`src/rtl/decode_queue_stage_pkg.sv`:
```
// Shared widths, decoded-info bit positions and the instruction decoder
// used by the decode/queue stage.
package decode_queue_stage_pkg;

    localparam int WORD   = 32;
    localparam int ADDR   = 32;
    localparam int W_RD   = 5;
    localparam int W_IMM  = 16;
    localparam int W_BRID = 3;
    localparam int D_INFO = 16;

    // Opcode occupies whatever is left above r0, r1 and the immediate.
    localparam int W_OP = WORD - 2 * W_RD - W_IMM;

    // Decoded-info flag positions; the raw opcode is carried above them.
    localparam int WRSV        = 0;
    localparam int USE_R0      = 1;
    localparam int USE_R1      = 2;
    localparam int INFO_OP_LSB = 3;

    typedef struct packed {
        logic [D_INFO-1:0] d_info;
        logic [W_RD-1:0]   r0;
        logic [W_RD-1:0]   r1;
        logic [W_IMM-1:0]  imm;
    } decoded_t;

    // Layout: {op, r0, r1, imm}. The low three opcode bits directly select
    // write-reserve of r0, read of r0 and read of r1.
    function automatic decoded_t decode_inst(input logic [WORD-1:0] inst);
        decoded_t        d;
        logic [W_OP-1:0] op;
        op       = inst[WORD-1 -: W_OP];
        d.r0     = inst[W_IMM+2*W_RD-1 -: W_RD];
        d.r1     = inst[W_IMM+W_RD-1 -: W_RD];
        d.imm    = inst[W_IMM-1:0];
        d.d_info = '0;
        d.d_info[INFO_OP_LSB +: W_OP] = op;
        d.d_info[WRSV]   = op[0];
        d.d_info[USE_R0] = op[1];
        d.d_info[USE_R1] = op[2];
        return d;
    endfunction

endpackage

```
`src/rtl/decode_queue_stage_inst_queue.sv`:
```
// Circular instruction queue between fetch and decode. Push is ignored
// when full, pop when empty; flush empties it in one cycle.
module inst_queue
    import decode_queue_stage_pkg::*;
#(
    parameter int DEPTH = 4,
    parameter int W_ENT = WORD + ADDR + W_BRID
) (
    input  logic                     clk,
    input  logic                     reset,
    input  logic                     push_i,
    input  logic [W_ENT-1:0]         data_i,
    input  logic                     pop_i,
    input  logic                     flush_i,
    output logic [W_ENT-1:0]         head_o,
    output logic [$clog2(DEPTH):0]   count_o,
    output logic                     full_o,
    output logic                     empty_o
);

    localparam int PW = $clog2(DEPTH);
    localparam int CW = PW + 1;

    logic [W_ENT-1:0] mem_q [DEPTH];
    logic [PW-1:0]    wr_ptr_q, rd_ptr_q;
    logic [CW-1:0]    count_q;
    logic             do_push, do_pop;

    assign full_o  = (count_q == CW'(DEPTH));
    assign empty_o = (count_q == '0);
    assign count_o = count_q;
    assign head_o  = mem_q[rd_ptr_q];

    assign do_push = push_i & ~full_o & ~flush_i;
    assign do_pop  = pop_i & ~empty_o & ~flush_i;

    // Entry storage: written only on an accepted push, never reset.
    always_ff @(posedge clk) begin
        if (do_push) mem_q[wr_ptr_q] <= data_i;
    end

    // Pointers and occupancy; flush drops everything by catching rd up to wr.
    always_ff @(posedge clk or negedge reset) begin
        if (!reset) begin
            wr_ptr_q <= '0;
            rd_ptr_q <= '0;
            count_q  <= '0;
        end else if (flush_i) begin
            rd_ptr_q <= wr_ptr_q;
            count_q  <= '0;
        end else begin
            if (do_push) wr_ptr_q <= wr_ptr_q + PW'(1);
            if (do_pop)  rd_ptr_q <= rd_ptr_q + PW'(1);
            if (do_push && !do_pop)      count_q <= count_q + CW'(1);
            else if (do_pop && !do_push) count_q <= count_q - CW'(1);
        end
    end

endmodule

```
`src/rtl/decode_queue_stage.sv`:
```
// Decode stage: queues fetched instructions, decodes the head into a
// registered output slot, blocks RAW hazards with a per-register
// reservation scoreboard and discards all queued work on flush.
module decode_queue_stage
    import decode_queue_stage_pkg::*;
#(
    parameter int DEPTH = 4
) (
    input  logic              clk,
    input  logic              reset,
    input  logic              v_i,
    output logic              stall_o,
    input  logic [WORD-1:0]   inst_i,
    input  logic [ADDR-1:0]   pc_i,
    input  logic [W_BRID-1:0] brid_i,
    input  logic              flush_i,
    output logic              v_o,
    input  logic              stall_i,
    output logic [ADDR-1:0]   pc_o,
    output logic [W_BRID-1:0] brid_o,
    output logic [W_IMM-1:0]  imm_o,
    output logic [D_INFO-1:0] d_info_o,
    output logic [W_RD-1:0]   r0_o,
    output logic [W_RD-1:0]   r1_o,
    input  logic              wb_v_i,
    input  logic [W_RD-1:0]   wb_r_i,
    output logic              busy_o
);

    localparam int W_ENT = WORD + ADDR + W_BRID;
    localparam int NREG  = 2 ** W_RD;

    logic [W_ENT-1:0]        head;
    logic [$clog2(DEPTH):0]  q_count;
    logic                    q_full, q_empty;
    logic [WORD-1:0]         head_inst;
    logic [ADDR-1:0]         head_pc;
    logic [W_BRID-1:0]       head_brid;
    decoded_t                dec;
    logic                    hazard, push, pop, issue, sb_set;
    logic [NREG-1:0]         sb_q, sb_d;

    logic                    v_o_q, v_o_d;
    logic [ADDR-1:0]         pc_q, pc_d;
    logic [W_BRID-1:0]       brid_q, brid_d;
    logic [W_IMM-1:0]        imm_q, imm_d;
    logic [D_INFO-1:0]       d_info_q, d_info_d;
    logic [W_RD-1:0]         r0_q, r0_d, r1_q, r1_d;

    inst_queue #(.DEPTH(DEPTH), .W_ENT(W_ENT)) u_queue (
        .clk     (clk),
        .reset   (reset),
        .push_i  (push),
        .data_i  ({inst_i, pc_i, brid_i}),
        .pop_i   (pop),
        .flush_i (flush_i),
        .head_o  (head),
        .count_o (q_count),
        .full_o  (q_full),
        .empty_o (q_empty)
    );

    assign {head_inst, head_pc, head_brid} = head;
    assign dec = decode_inst(head_inst);

    // Full is taken from the registered count, so a pop never frees a slot
    // for a push in the same cycle.
    assign stall_o = q_full;
    assign push    = v_i & ~q_full & ~flush_i;
    assign issue   = v_o_q & ~stall_i;
    assign pop     = ~q_empty & ~hazard & (~v_o_q | ~stall_i) & ~flush_i;
    assign sb_set  = issue & d_info_q[WRSV] & ~flush_i;
    assign busy_o  = (q_count != '0) | v_o_q;

    // A source is blocked if already reserved, or if the slot instruction
    // (not yet issued, so not yet in the scoreboard) will write it.
    always_comb begin
        hazard = 1'b0;
        if (dec.d_info[USE_R0] &&
            (sb_q[dec.r0] || (v_o_q && d_info_q[WRSV] && r0_q == dec.r0)))
            hazard = 1'b1;
        if (dec.d_info[USE_R1] &&
            (sb_q[dec.r1] || (v_o_q && d_info_q[WRSV] && r0_q == dec.r1)))
            hazard = 1'b1;
    end

    // Per-register reservation: issue sets, writeback clears, set wins.
    genvar gi;
    generate
        for (gi = 0; gi < NREG; gi++) begin : g_sb
            assign sb_d[gi] = (sb_set && r0_q == W_RD'(gi)) ||
                              (sb_q[gi] && !(wb_v_i && wb_r_i == W_RD'(gi)));
        end
    endgenerate

    // Scoreboard register; survives flush because issued work is older.
    always_ff @(posedge clk or negedge reset) begin
        if (!reset) sb_q <= '0;
        else        sb_q <= sb_d;
    end

    // Output slot next state: flush kills, pop loads, lone issue empties.
    always_comb begin
        v_o_d    = v_o_q;
        pc_d     = pc_q;
        brid_d   = brid_q;
        imm_d    = imm_q;
        d_info_d = d_info_q;
        r0_d     = r0_q;
        r1_d     = r1_q;
        if (flush_i) begin
            v_o_d = 1'b0;
        end else if (pop) begin
            v_o_d    = 1'b1;
            pc_d     = head_pc;
            brid_d   = head_brid;
            imm_d    = dec.imm;
            d_info_d = dec.d_info;
            r0_d     = dec.r0;
            r1_d     = dec.r1;
        end else if (issue) begin
            v_o_d = 1'b0;
        end
    end

    // Output slot registers.
    always_ff @(posedge clk or negedge reset) begin
        if (!reset) begin
            v_o_q    <= 1'b0;
            pc_q     <= '0;
            brid_q   <= '0;
            imm_q    <= '0;
            d_info_q <= '0;
            r0_q     <= '0;
            r1_q     <= '0;
        end else begin
            v_o_q    <= v_o_d;
            pc_q     <= pc_d;
            brid_q   <= brid_d;
            imm_q    <= imm_d;
            d_info_q <= d_info_d;
            r0_q     <= r0_d;
            r1_q     <= r1_d;
        end
    end

    assign v_o      = v_o_q;
    assign pc_o     = pc_q;
    assign brid_o   = brid_q;
    assign imm_o    = imm_q;
    assign d_info_o = d_info_q;
    assign r0_o     = r0_q;
    assign r1_o     = r1_q;

endmodule

```
`config.mk`:
```
export PLATFORM = sky130hd
export DESIGN_NAME = decode_queue_stage
export DESIGN_NICKNAME = d
export VERILOG_FILES = /design/src/rtl/decode_queue_stage_pkg.sv /design/src/rtl/decode_queue_stage_inst_queue.sv /design/src/rtl/decode_queue_stage.sv
export SDC_FILE = /design/constraint.sdc
export NUM_CORES = 1
export LEC_CHECK = 0
export ABC_AREA = 1
export CORE_MARGIN = 5
export CORE_UTILIZATION = 56
export DETAILED_ROUTE_END_ITERATION = 10
export HOLD_SLACK_MARGIN = 0.1
export PLACE_DENSITY = 0.76
export SYNTH_ARGS = -nofsm -noshare
export SYNTH_HDL_FRONTEND = slang
export SYNTH_SLANG_ARGS = --single-unit
```
`constraint.sdc`:
```
create_clock -name clk -period 9.65 [get_ports clk]
set_clock_uncertainty 0.15 [all_clocks]
set_input_delay 1.4475 -clock clk [delete_from_list [all_inputs] [get_ports clk]]
set_output_delay 1.4475 -clock clk [all_outputs]
set_load 0.02 [all_outputs]
```
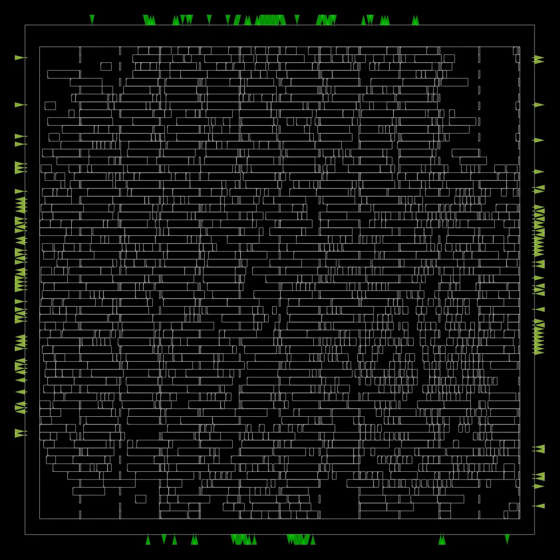
Figure 1: run 1, placement view.
# fillers: 1975
core region area: 0.0271 mm2
seq_cells: 375
post-layout util: 67.6%

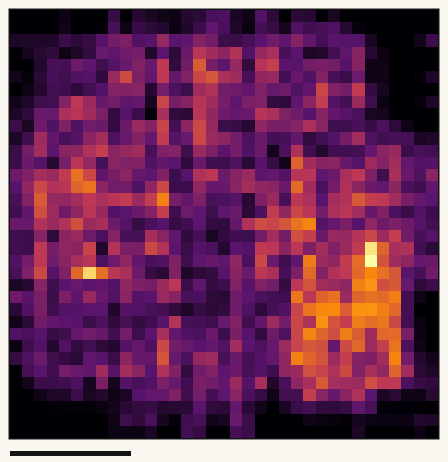
Figure 2: run 1, signal metal coverage by tile.
The bar under the picture is 50 um long. 35 x 35 tiles, from black (low) to pale yellow (high), scaled to the fullest tile. Values are wire area over tile area, all layers added.
fullest tile: 0.68
tiles over half the peak: 11%
densest ninth of the die: right middle
mean over tiles: 0.18
nearly empty tiles: 10%

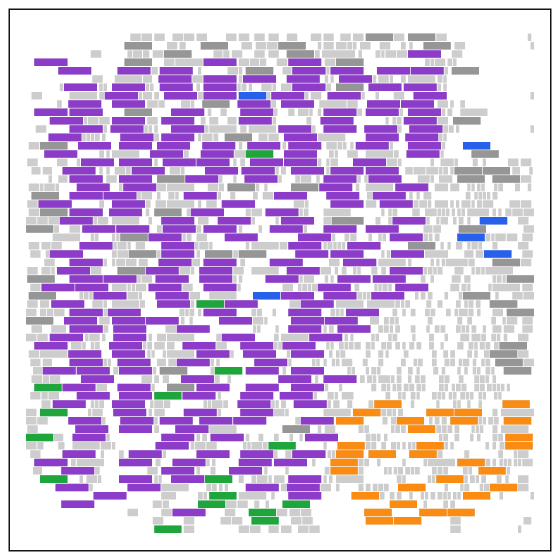
Figure 3: run 1, sequential cells grouped by signal name.
Other sequential cells in the stronger grey, the rest of the logic in the fainter grey.
[u_queue.mem_q] purple | placed flops: 268
[imm_o] green | placed flops: 16
[d_info_o] blue | placed flops: 6
[sb_q] orange | placed flops: 32 | where: bottom right

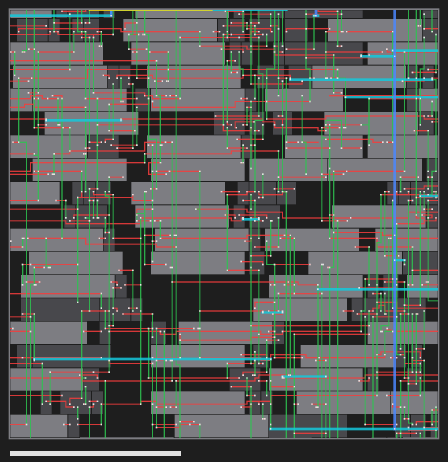
Figure 4: run 1, a small window of the routed layout.
The bar under the picture is 20 um long. Region (19, 19) to (69, 69) um. Cells in grey, sequential cells in the stronger grey; small squares are vias.
[met5] yellow
[met3] cyan
[met1] red
[met4] blue
[met2] green
cells with their middle in the window: 123
sequential cells in the window: 47
netlist names of flops here include: u_queue.mem_q (43), imm_o (2)
most frequent: edfxtp_1 (43), nand2_1 (37)

==> results.yml, run 1 <==
# implementation run metrics
outcome:
  status: "finished, final reports clean"
timing:
  tightestPinTransition_ns: 1.14
  rsz0062_at_grt: "no"
  min_period_ns: 5.26
final_layout:
  inv_count: 53
  drive_gt1_share_pct: 9.69
  layout.cells.most_common: "nand2_1"
  clock_area_share_pct: 6.55
yosys:
  yosys.area_share.adder_pct: 0.453
  logic_family: "simple AND/OR/NAND/NOR gates"
  synthTopCellsByCount: "nand2_1 (336), edfxtp_1 (268), dfrtp_1 (107)"
  synthFlopType: "edfxtp_1"
  synthSimpleGateAreaFrac_pct: 14.2
  synth_area_mm2: 0.0155
  synthAoiAreaFrac_pct: 11.3
  yosys-stat-area_mm2: 0.0155
  yosysTopAreaCellShare_pct: 52.0
pwr:
  vdd_drop_max_v: 0.000191
  switchingPower_uw: 2190
  powerComb_uw: 2220
  power_per_cell_area_mw_per_mm2: 320
detailed_routing:
  antenna_left: 0
  highest_layer: "met5"
  vias_per_cell: 5.65
  drtIter0Drc: 897
  route.detailed.drc: 0
worst_hold_path:
  hold-path-cell-count: 2
  hp-class: "flip-flop to flip-flop"
clocking:
  cts_setup_buffers: 0
  cts_resized: 0
die:
  die_y_um: 176
  io_pins: 158
  chipWidth_um: 176
placement:
  dp_slack_ns: 4.40
setup_path:
  path_cells: "inv_4 -> buf_4 -> nand3_1 -> nand2_1 -> inv_1 -> nand3_1 -> nand3_1 -> nand3_1 -> nand3_1 -> nand3_1 -> nand2_1 -> nand4_4 -> nor2_8 -> inv_4 -> buf_4 -> nand2_1 -> o21ai_2"
  crit_path_max_fanout: 85
  worst-endpoint-required_ns: 9.93
  cp-endpoint: "pc_o[7]"
  cp_num_cells: 17
  worst-path-buf-inv: 5
grt:
  grt_busiest_layer: "met2"
  overflow: 0
==> inputs of run 2 (changes only) <==
Settings changed: CORE_UTILIZATION 56 to 51, PLACE_DENSITY 0.76 to 0.73.
Clock period 9.65 ns to 4.6 ns, I/O delays scaled along.
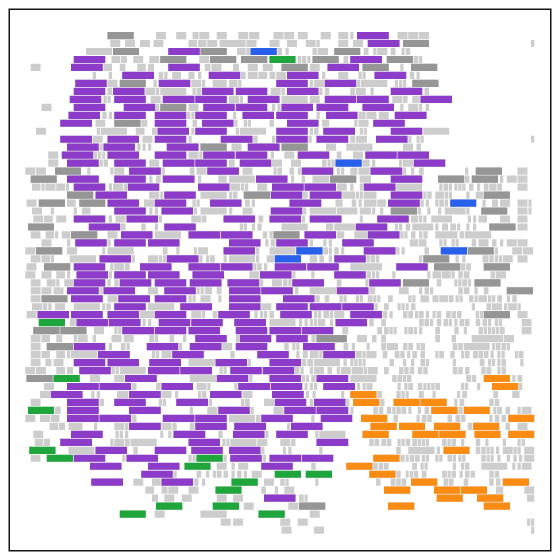
Figure 5: run 2, sequential cells grouped by signal name.
Other sequential cells in the stronger grey, the rest of the logic in the fainter grey.
[d_info_o] blue | placed flops: 6
[imm_o] green | placed flops: 16
[u_queue.mem_q] purple | placed flops: 268
[sb_q] orange | placed flops: 32 | where: bottom right

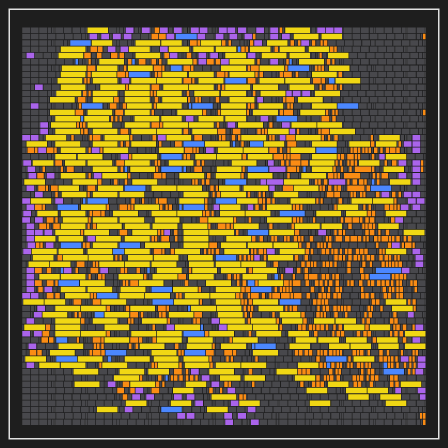
Figure 6: run 2, cell classes on the final placement.
Fill, decap, tap and diode cells in grey.
[other buffers and delay cells] purple | cells: 168
[all other logic] orange | cells: 862
[clock drivers and dummy loads] blue | cells: 72
[flops] yellow | cells: 375

==> results.yml, run 2 <==
# implementation run metrics
worst_hold_path:
  hold-path-cell-count: 2
yosys:
  synthFlopType: "edfxtp_1"
  yosys-stat-area_mm2: 0.0155
detailed_routing:
  vias_per_cell: 5.60
  drtIter0Drc: 911
  route.detailed.drc: 0
  antenna_left: 0
die:
  chipWidth_um: 184
  die_y_um: 184
final_layout:
  clock_area_share_pct: 6.69
  drive_gt1_share_pct: 9.88
  layout.cells.most_common: "nand2_1"
clocking:
  cts_setup_buffers: 0
setup_path:
  cp_num_cells: 20
  worst-path-buf-inv: 3
placement:
  dp_slack_ns: 0.662
outcome:
  status: "finished, final reports clean"
grt:
  grt_busiest_layer: "met2"
timing:
  min_period_ns: 4.01
  rsz0062_at_grt: "no"
pwr:
  switchingPower_uw: 4710
==> inputs of run 3 (changes only) <==
Settings changed: CORE_ASPECT_RATIO from default to 0.5.
==> results.yml, run 3 <==
# implementation run metrics
outcome:
  status: "finished, final reports clean"
detailed_routing:
  vias_per_cell: 5.61
  drtIter0Drc: 878
  antenna_left: 0
clocking:
  cts_setup_buffers: 0
  root_buffer: "clkbuf_16"
die:
  core_area_mm2: 0.0301
  die_y_um: 133
  io_pins: 158
  chipWidth_um: 256
yosys:
  synthFlopType: "edfxtp_1"
  yosys.area_share.adder_pct: 0.453
  yosys-stat-area_mm2: 0.0155
  edf_count: 268
grt:
  grt_max_degree: 108
  overflow: 0
  grt_busiest_layer: "met2"
final_layout:
  largest_class: "sequential cells"
  top_register: "u_queue.mem_q"
  layout.cells.most_common: "nand2_1"
  clock_area_share_pct: 6.08
  drive_gt1_share_pct: 10.1
  nMultiInputCombCells: 809
setup_path:
  crit_slowest_cell: "nand2_1"
  worst-path-buf-inv: 3
  reg2reg_depth: 17
pwr:
  combPwrFrac_pct: 39.0
  switchingPower_uw: 4730
  internal_power_uw: 7600
placement:
  io_buffer_count: 150
  dp_slack_ns: 0.629
timing:
  min_period_ns: 4.00
  rsz0062_at_grt: "no"
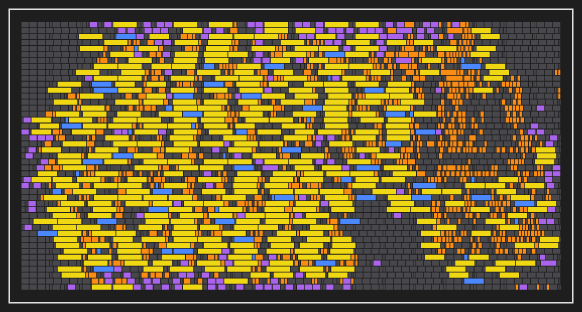
Figure 7: run 3, cell classes on the final placement.
Fill, decap, tap and diode cells in grey.
[all other logic] orange | cells: 862
[clock drivers and dummy loads] blue | cells: 62
[other buffers and delay cells] purple | cells: 166
[flops] yellow | cells: 375

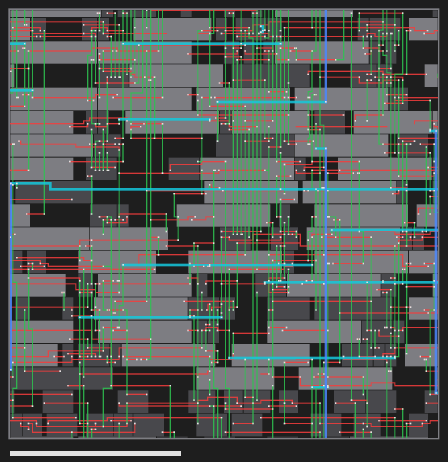
Figure 8: run 3, a small window of the routed layout.
The bar under the picture is 20 um long. Region (39, 8) to (89, 58) um. Cells in grey, sequential cells in the stronger grey; small squares are vias.
[met3] cyan
[met1] red
[met2] green
[met4] blue
netlist names of flops here include: u_queue.mem_q (33), imm_o (3), pc_o (3)
cells with their middle in the window: 121
sequential cells in the window: 40
most frequent: edfxtp_1 (33), nand2_1 (27), clkdlybuf4s50_1 (13)

No activity file was given, so power comes from the tool's default toggle rates.
